[config.mk]
export PLATFORM = sky130hd
export DESIGN_NAME = exec_unit
export DESIGN_NICKNAME = d
export VERILOG_FILES = /design/src/rtl/exec_unit.sv
export SDC_FILE = /design/constraint.sdc
export NUM_CORES = 1
export LEC_CHECK = 0
export ABC_CLOCK_PERIOD_IN_PS = 3650
export CAP_MARGIN = 10
export CORE_ASPECT_RATIO = 0.8
export CORE_MARGIN = 2
export CORE_UTILIZATION = 30
export DETAILED_ROUTE_END_ITERATION = 8
export PLACE_DENSITY_LB_ADDON = 0.2
export SKIP_LAST_GASP = 1
export SLEW_MARGIN = 10
export SYNTH_ARGS = -nofsm -noshare
export SYNTH_HDL_FRONTEND = slang
export SYNTH_SLANG_ARGS = --single-unit
[constraint.sdc]
create_clock -name clk -period 3.65 [get_ports clk]
set_clock_uncertainty 0.1 [all_clocks]
set_input_delay 0.9125 -clock clk [delete_from_list [all_inputs] [get_ports clk]]
set_output_delay 0.9125 -clock clk [all_outputs]
set_load 0.01 [all_outputs]
[src/rtl/exec_unit.sv]
// Single-issue execute stage: reads up to two registers, computes an 8-bit
// result with zero/carry flags and writes it back through the register file.
module exec_unit #(
   parameter int unsigned DATA_W = 8,
   parameter int unsigned ADDR_W = 3
) (
   input  logic              clk,
   input  logic              reset_n,
   input  logic              op_valid,
   output logic              op_ready,
   input  logic [3:0]        op_code,
   input  logic [ADDR_W-1:0] op_dst,
   input  logic [ADDR_W-1:0] op_src0,
   input  logic [ADDR_W-1:0] op_src1,
   input  logic [DATA_W-1:0] op_imm,
   output logic              rd0_enable,
   output logic [ADDR_W-1:0] rd0_addr,
   input  logic [DATA_W-1:0] rd0_data,
   output logic              rd1_enable,
   output logic [ADDR_W-1:0] rd1_addr,
   input  logic [DATA_W-1:0] rd1_data,
   output logic              wr_enable,
   output logic [ADDR_W-1:0] wr_addr,
   output logic [DATA_W-1:0] wr_data,
   output logic              flag_z,
   output logic              flag_c,
   output logic              done,
   output logic              illegal
);

   localparam int unsigned CNT_W = 3;

   localparam logic [2:0] S_IDLE  = 3'd0;
   localparam logic [2:0] S_READ  = 3'd1;
   localparam logic [2:0] S_EXEC  = 3'd2;
   localparam logic [2:0] S_SHIFT = 3'd3;
   localparam logic [2:0] S_WRITE = 3'd4;

   localparam logic [3:0] OP_ADD  = 4'd0;
   localparam logic [3:0] OP_SUB  = 4'd1;
   localparam logic [3:0] OP_AND  = 4'd2;
   localparam logic [3:0] OP_OR   = 4'd3;
   localparam logic [3:0] OP_XOR  = 4'd4;
   localparam logic [3:0] OP_MOVI = 4'd5;
   localparam logic [3:0] OP_ADDI = 4'd6;
   localparam logic [3:0] OP_SHL  = 4'd7;
   localparam logic [3:0] OP_CMP  = 4'd8;

   logic [2:0]        state_q, state_d;
   logic [3:0]        code_q, code_d;
   logic [ADDR_W-1:0] dst_q, dst_d, src0_q, src0_d, src1_q, src1_d;
   logic [DATA_W-1:0] imm_q, imm_d, res_q, res_d;
   logic [CNT_W-1:0]  cnt_q, cnt_d;
   logic              fz_q, fz_d, fc_q, fc_d;
   logic              rd0_en_q, rd0_en_d, rd1_en_q, rd1_en_d;
   logic [ADDR_W-1:0] rd0_addr_q, rd0_addr_d, rd1_addr_q, rd1_addr_d;
   logic              wr_en_q, wr_en_d;
   logic [ADDR_W-1:0] wr_addr_q, wr_addr_d;
   logic [DATA_W-1:0] wr_data_q, wr_data_d;
   logic              done_q, done_d, ill_q, ill_d;

   logic [DATA_W-1:0] opa, opb, result, shl;
   logic [DATA_W:0]   sum, diff;
   logic              fin;

   // Next-state, datapath and registered-output logic
   always_comb begin
      state_d    = state_q;
      code_d     = code_q;
      dst_d      = dst_q;
      src0_d     = src0_q;
      src1_d     = src1_q;
      imm_d      = imm_q;
      res_d      = res_q;
      cnt_d      = cnt_q;
      fz_d       = fz_q;
      fc_d       = fc_q;
      rd0_en_d   = 1'b0;
      rd0_addr_d = '0;
      rd1_en_d   = 1'b0;
      rd1_addr_d = '0;
      wr_en_d    = 1'b0;
      wr_addr_d  = '0;
      wr_data_d  = '0;
      done_d     = 1'b0;
      ill_d      = 1'b0;
      fin        = 1'b0;
      result     = res_q;
      opa        = rd0_data;
      opb        = (code_q == OP_ADDI) ? imm_q : rd1_data;
      sum        = {1'b0, opa} + {1'b0, opb};
      diff       = {1'b0, opa} - {1'b0, opb};
      shl        = {res_q[DATA_W-2:0], 1'b0};

      case (state_q)
         S_IDLE: begin
            if (op_valid) begin
               code_d = op_code;
               dst_d  = op_dst;
               src0_d = op_src0;
               src1_d = op_src1;
               imm_d  = op_imm;
               if (op_code == OP_MOVI) begin
                  state_d   = S_WRITE;
                  wr_en_d   = 1'b1;
                  wr_addr_d = op_dst;
                  wr_data_d = op_imm;
                  done_d    = 1'b1;
               end else begin
                  state_d    = S_READ;
                  rd0_en_d   = 1'b1;
                  rd0_addr_d = op_src0;
                  if (op_code != OP_ADDI) begin
                     rd1_en_d   = 1'b1;
                     rd1_addr_d = op_src1;
                  end
               end
            end
         end
         S_READ: state_d = S_EXEC;
         S_EXEC: begin
            fin = 1'b1;
            case (code_q)
               OP_ADD, OP_ADDI: begin
                  result = sum[DATA_W-1:0];
                  fc_d   = sum[DATA_W];
                  fz_d   = (result == '0);
               end
               OP_SUB, OP_CMP: begin
                  result = diff[DATA_W-1:0];
                  fc_d   = diff[DATA_W];
                  fz_d   = (result == '0);
               end
               OP_AND: begin
                  result = opa & opb;
                  fz_d   = (result == '0);
               end
               OP_OR: begin
                  result = opa | opb;
                  fz_d   = (result == '0);
               end
               OP_XOR: begin
                  result = opa ^ opb;
                  fz_d   = (result == '0);
               end
               OP_SHL: begin
                  result = opa;
                  if (opb[CNT_W-1:0] != '0) begin
                     fin     = 1'b0;
                     cnt_d   = opb[CNT_W-1:0];
                     state_d = S_SHIFT;
                  end else begin
                     fc_d = 1'b0;
                     fz_d = (opa == '0);
                  end
               end
               default: ;
            endcase
            res_d = result;
         end
         S_SHIFT: begin
            // Carry only reflects the last bit shifted out
            res_d = shl;
            cnt_d = cnt_q - CNT_W'(1);
            if (cnt_q == CNT_W'(1)) begin
               fin    = 1'b1;
               result = shl;
               fc_d   = res_q[DATA_W-1];
               fz_d   = (shl == '0);
            end
         end
         S_WRITE: state_d = S_IDLE;
         default: state_d = S_IDLE;
      endcase

      if (fin) begin
         state_d = S_WRITE;
         done_d  = 1'b1;
         ill_d   = (code_q > OP_CMP);
         if ((code_q != OP_CMP) && (code_q <= OP_SHL)) begin
            wr_en_d   = 1'b1;
            wr_addr_d = dst_q;
            wr_data_d = result;
         end
      end
   end

   // State and output registers
   always_ff @(posedge clk or negedge reset_n) begin
      if (!reset_n) begin
         state_q    <= S_IDLE;
         code_q     <= '0;
         dst_q      <= '0;
         src0_q     <= '0;
         src1_q     <= '0;
         imm_q      <= '0;
         res_q      <= '0;
         cnt_q      <= '0;
         fz_q       <= 1'b0;
         fc_q       <= 1'b0;
         rd0_en_q   <= 1'b0;
         rd0_addr_q <= '0;
         rd1_en_q   <= 1'b0;
         rd1_addr_q <= '0;
         wr_en_q    <= 1'b0;
         wr_addr_q  <= '0;
         wr_data_q  <= '0;
         done_q     <= 1'b0;
         ill_q      <= 1'b0;
      end else begin
         state_q    <= state_d;
         code_q     <= code_d;
         dst_q      <= dst_d;
         src0_q     <= src0_d;
         src1_q     <= src1_d;
         imm_q      <= imm_d;
         res_q      <= res_d;
         cnt_q      <= cnt_d;
         fz_q       <= fz_d;
         fc_q       <= fc_d;
         rd0_en_q   <= rd0_en_d;
         rd0_addr_q <= rd0_addr_d;
         rd1_en_q   <= rd1_en_d;
         rd1_addr_q <= rd1_addr_d;
         wr_en_q    <= wr_en_d;
         wr_addr_q  <= wr_addr_d;
         wr_data_q  <= wr_data_d;
         done_q     <= done_d;
         ill_q      <= ill_d;
      end
   end

   assign op_ready   = (state_q == S_IDLE);
   assign rd0_enable = rd0_en_q;
   assign rd0_addr   = rd0_addr_q;
   assign rd1_enable = rd1_en_q;
   assign rd1_addr   = rd1_addr_q;
   assign wr_enable  = wr_en_q;
   assign wr_addr    = wr_addr_q;
   assign wr_data    = wr_data_q;
   assign flag_z     = fz_q;
   assign flag_c     = fc_q;
   assign done       = done_q;
   assign illegal    = ill_q;

endmodule

==> flow_summary_export.csv, run 1 <==
group,metric,value,unit
hold_path,holdPathStages,2,
worst_setup_path,critPathLaunch,"rd1_data[1]",
worst_setup_path,path_depth,12,
clock_network,cts_resized,0,
synthesis,ys.flop_type,"dfrtp_1",
cells_and_area,flop_area,1330,sq um
cells_and_area,lay_top_cells,"nand2_1 (92), clkdlybuf4s50_1 (63), dfrtp_1 (53), buf_4 (53), o21ai_0 (34)",
outcome,status,"finished, final reports clean",
power,p_comb_share,62.3,%
clock_network,cts-root-buf,"clkbuf_16",
drt,wirelength,15500,microns
synthesis,mux_share,4.14,%
placement,place_area,5320,sq um
cells_and_area,layout_top_cell,"nand2_1",
placement,gp_congestion,0.952,
cells_and_area,seq_share,24.2,%
clock_network,clk_pin_slew,0.07,ns
timing,whs,0.379,ns
drt,dr.pass1.iters,5,
power,seq_power_share,25.3,%
power,p_seq,1.00,mW
grt,grt_max_degree,35,
cells_and_area,top_area_cell_class,"combinational gates",
power,pwr-share-clk,12.4,%
power,top_power_group,"combinational cells",
clock_network,cts_hold_buf,0,
grt,grt_remaining_overflow,0,
worst_setup_path,critPathRequiredTime,3.76,ns
cells_and_area,num-nonclk-inverters,33,
worst_setup_path,cpMaxStageDelayCell,"clkdlybuf4s50_1",
cells_and_area,layout-drive-gt1-share,14.7,%
worst_setup_path,path_buffers,3,
grt,use_met3,4.93,%
timing,slew_violations,0,
worst_setup_path,worstReg2RegEnd,"flag_z$_DFFE_PN0P_",
drt,met1_length,7600,microns
drt,met2WireLength,6530,microns
placement,dp_cells,786,
clock_network,clock_latency,0.30,ns
synthesis,aoi_share,22.8,%
worst_setup_path,r2r_slack,0.22,ns
cells_and_area,seq_cells,53,
cells_and_area,final_area,5480,sq um
power,clk-power,0.491,mW
timing,hold_viol,0,
timing,worst_slack,0.163,ns
timing,layout_min_cycle_time,3.49,ns
floorplan,io_pins,65,
grt,antenna_found_initial,0,
power,internal_power,2.09,mW
worst_setup_path,r2r_cells,13,
synthesis,edf_count,0,
synthesis,async_flop_share,100,%
clock_network,cts_setup_buffers,0,
synthesis,yosysChipArea,4170,sq um
synthesis,netlist.area_leader.share,31.8,%
cells_and_area,comb_area_share,47.4,%
drt,highest_layer,"met4",
power,ir_drop,0.382,mV
cells_and_area,n_clock_buffer,5,
timing,max_freq,0.287,GHz
drt,drt_iter0_drc,436,
cells_and_area,num-fill-cells,1392,
floorplan,coreArea,13600,sq um
floorplan,n_tap_cell,180,
synthesis,fa_ha_area_share,7.99,%
floorplan,die_y,109,microns
hold_path,hp-start,"imm_q[2]$_DFFE_PN0P_",
cells_and_area,mi_logic_area,2600,sq um
synthesis,syn-num-nets,583,
clock_network,cts.sinks,53,
cells_and_area,layout.nets,679,
timing,finalSetupTns,0,ns
floorplan,num_rows,38,
cells_and_area,final_core_util,40.4,%
timing,slew_headroom,49.5,%
synthesis,syn-cell-area,4170,sq um
worst_setup_path,cp-start-kind,"input pin",
clock_network,cts_made_buffers,5,
timing,worstMarginPinSlew,0.758,ns
hold_path,hp-class,"flip-flop to flip-flop",
synthesis,xor_share,2.10,%
drt,drc_errors,0,
floorplan,fp_util,30.8,%
run,drv_cap,0,
worst_setup_path,arrival,3.60,ns
cells_and_area,layoutNonFillerInstCount,794,
grt,grt_pass1_vias,4177,
worst_setup_path,cp_top_family,"buffers and inverters",
Fig. 1: run 1, wiring by layer
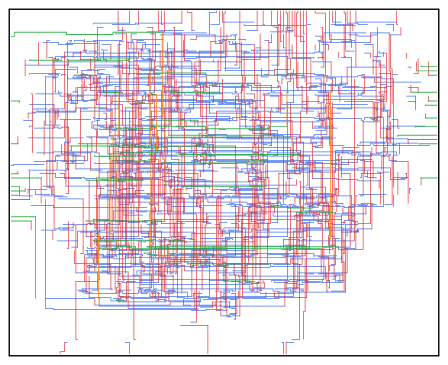
[green] met3 | wire length: 1080 microns
[blue] met1 | wire length: 7600 microns
[orange] met4 | wire length: 324 microns
[red] met2 | wire length: 6530 microns

Fig. 2: run 1, clock distribution
The bar under the picture is 50 microns long.
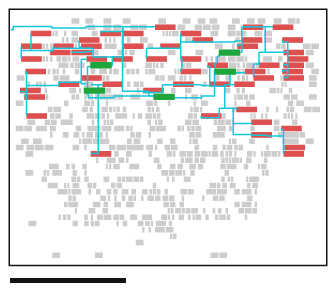
[red] flip-flops | count: 53
[green] cells driving clock nets | count: 5
[cyan] clock wires | length: 708 microns
routed clock nets: 6

Fig. 3: run 1, a small window of the routed layout
Window x 48 to 88, y 13 to 53 microns. Cells in gray, sequential cells in the stronger gray; small squares are vias.
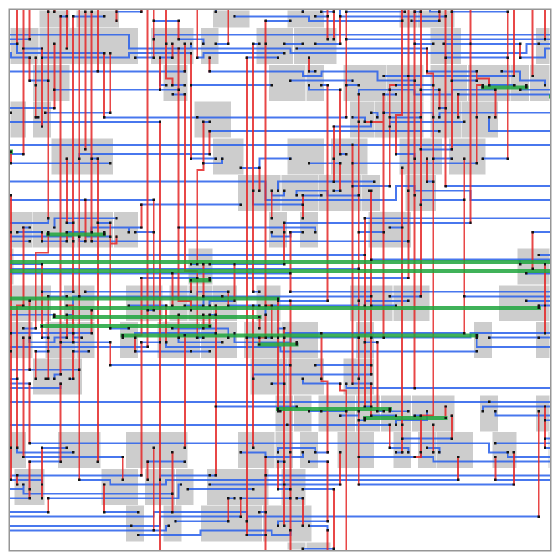
[green] met3
[red] met2
[blue] met1
most frequent: buf_4 (16), nor2_1 (9)
cells with their middle in the window: 94
sequential cells in the window: 0

==> inputs of run 2 (changes only) <==
- GPL_TIMING_DRIVEN: default -> 0
Fig. 4: run 2, wiring by layer
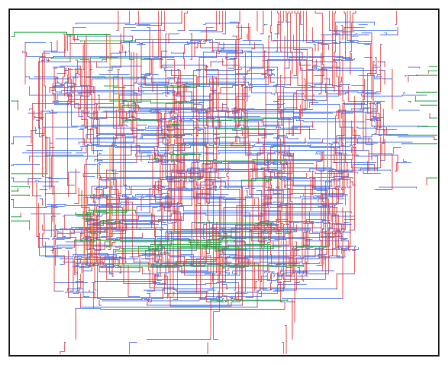
[green] met3 | wire length: 1340 microns
[orange] met4 | wire length: 213 microns
[blue] met1 | wire length: 7790 microns
[red] met2 | wire length: 6700 microns

==> flow_summary_export.csv, run 2 <==
group,metric,value,unit
cells_and_area,final_area,5490,sq um
timing,slew_violations,0,
worst_setup_path,cp-start-kind,"flip-flop",
synthesis,synth_flop_count,53,
synthesis,aoi_share,22.8,%
drt,drc_errors,0,
placement,gp_congestion,0.933,
drt,met2WireLength,6700,microns
outcome,status,"finished, final reports clean",
grt,use_met3,4.43,%
timing,period_used_share,97.7,%
worst_setup_path,cpMaxStageDelayCell,"mux2_2",
power,p_comb_share,63.6,%
cells_and_area,layout.nets,665,
worst_setup_path,cp_top_family,"AND-OR/OR-AND gates",
drt,wirelength,16000,microns
synthesis,yosys_warnings,0,
clock_network,cts.sinks,53,
worst_setup_path,r2r_cells,13,
grt,grt_pass1_vias,4062,
power,p_seq,0.979,mW
floorplan,fp_util,30.8,%
power,ir_drop,0.359,mV
cells_and_area,num-fill-cells,1381,
synthesis,ys.flop_type,"dfrtp_1",
cells_and_area,seq_cells,53,
power,power.switching,1.95,mW
worst_setup_path,critPathRequiredTime,3.73,ns
floorplan,coreArea,13600,sq um
cells_and_area,layout_top_cell,"nand2_1",
grt,grt_max_degree,30,
synthesis,xor_share,2.10,%
synthesis,mux_share,4.14,%
hold_path,hp-class,"flip-flop to flip-flop",
clock_network,cts_hold_buf,0,
clock_network,clock_path_buffers,2,
floorplan,num_rows,38,
clock_network,clock_latency,0.30,ns
cells_and_area,flop_area,1330,sq um
timing,finalSetupTns,0,ns
worst_setup_path,critPathLaunch,"code_q[3]$_DFFE_PN0P_",
cells_and_area,final_core_util,40.5,%
synthesis,syn-num-nets,583,
worst_setup_path,arrival,3.65,ns
worst_setup_path,crit_fanout,7,
cells_and_area,n_clock_buffer,5,
hold_path,holdPathStages,2,
synthesis,async_flop_share,100,%
worst_setup_path,worstReg2RegEnd,"flag_c$_DFFE_PN0P_",
synthesis,yosysUniqueCellTypes,74,
timing,layout_min_cycle_time,3.57,ns
cells_and_area,num-nonclk-inverters,33,
cells_and_area,layout-drive-gt1-share,14.2,%
timing,whs,0.378,ns
synthesis,fa_ha_area_share,7.99,%
hold_path,hp-start,"imm_q[4]$_DFFE_PN0P_",
placement,place_area,5050,sq um
power,seq_power_share,24.2,%
cells_and_area,layout.nonclk_buf_share,16.3,%
drt,dr.pass1.iters,5,
power,internal_power,2.09,mW
clock_network,cts_resized,10,
clock_network,cts_setup_buffers,4,
cells_and_area,buffers,104,
timing,slew_headroom,16.7,%
timing,hold_viol,0,
power,top_power_group,"combinational cells",
synthesis,syn-cell-area,4170,sq um
synthesis,netlist.area_leader.share,31.8,%
synthesis,edf_count,0,
drt,drt_iter0_drc,361,
power,pwr-share-clk,12.2,%
drt,highest_layer,"met4",
drt,met1_length,7790,microns
grt,antenna_found_initial,0,
floorplan,io_pins,65,
cells_and_area,top_area_cell_class,"combinational gates",
worst_setup_path,r2r_slack,0.08,ns
synthesis,yosysChipArea,4170,sq um
timing,worst_slack,0.0843,ns
placement,dp_cells,762,
Fig. 5: run 2, cell outlines without signal wires
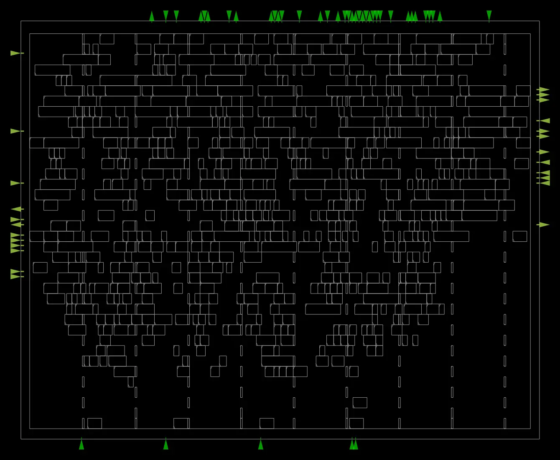
Tapcells: 180
flop share of the area: 24.2%
non-filler cells, final: 780

No activity file was given, so power comes from the tool's default toggle rates.
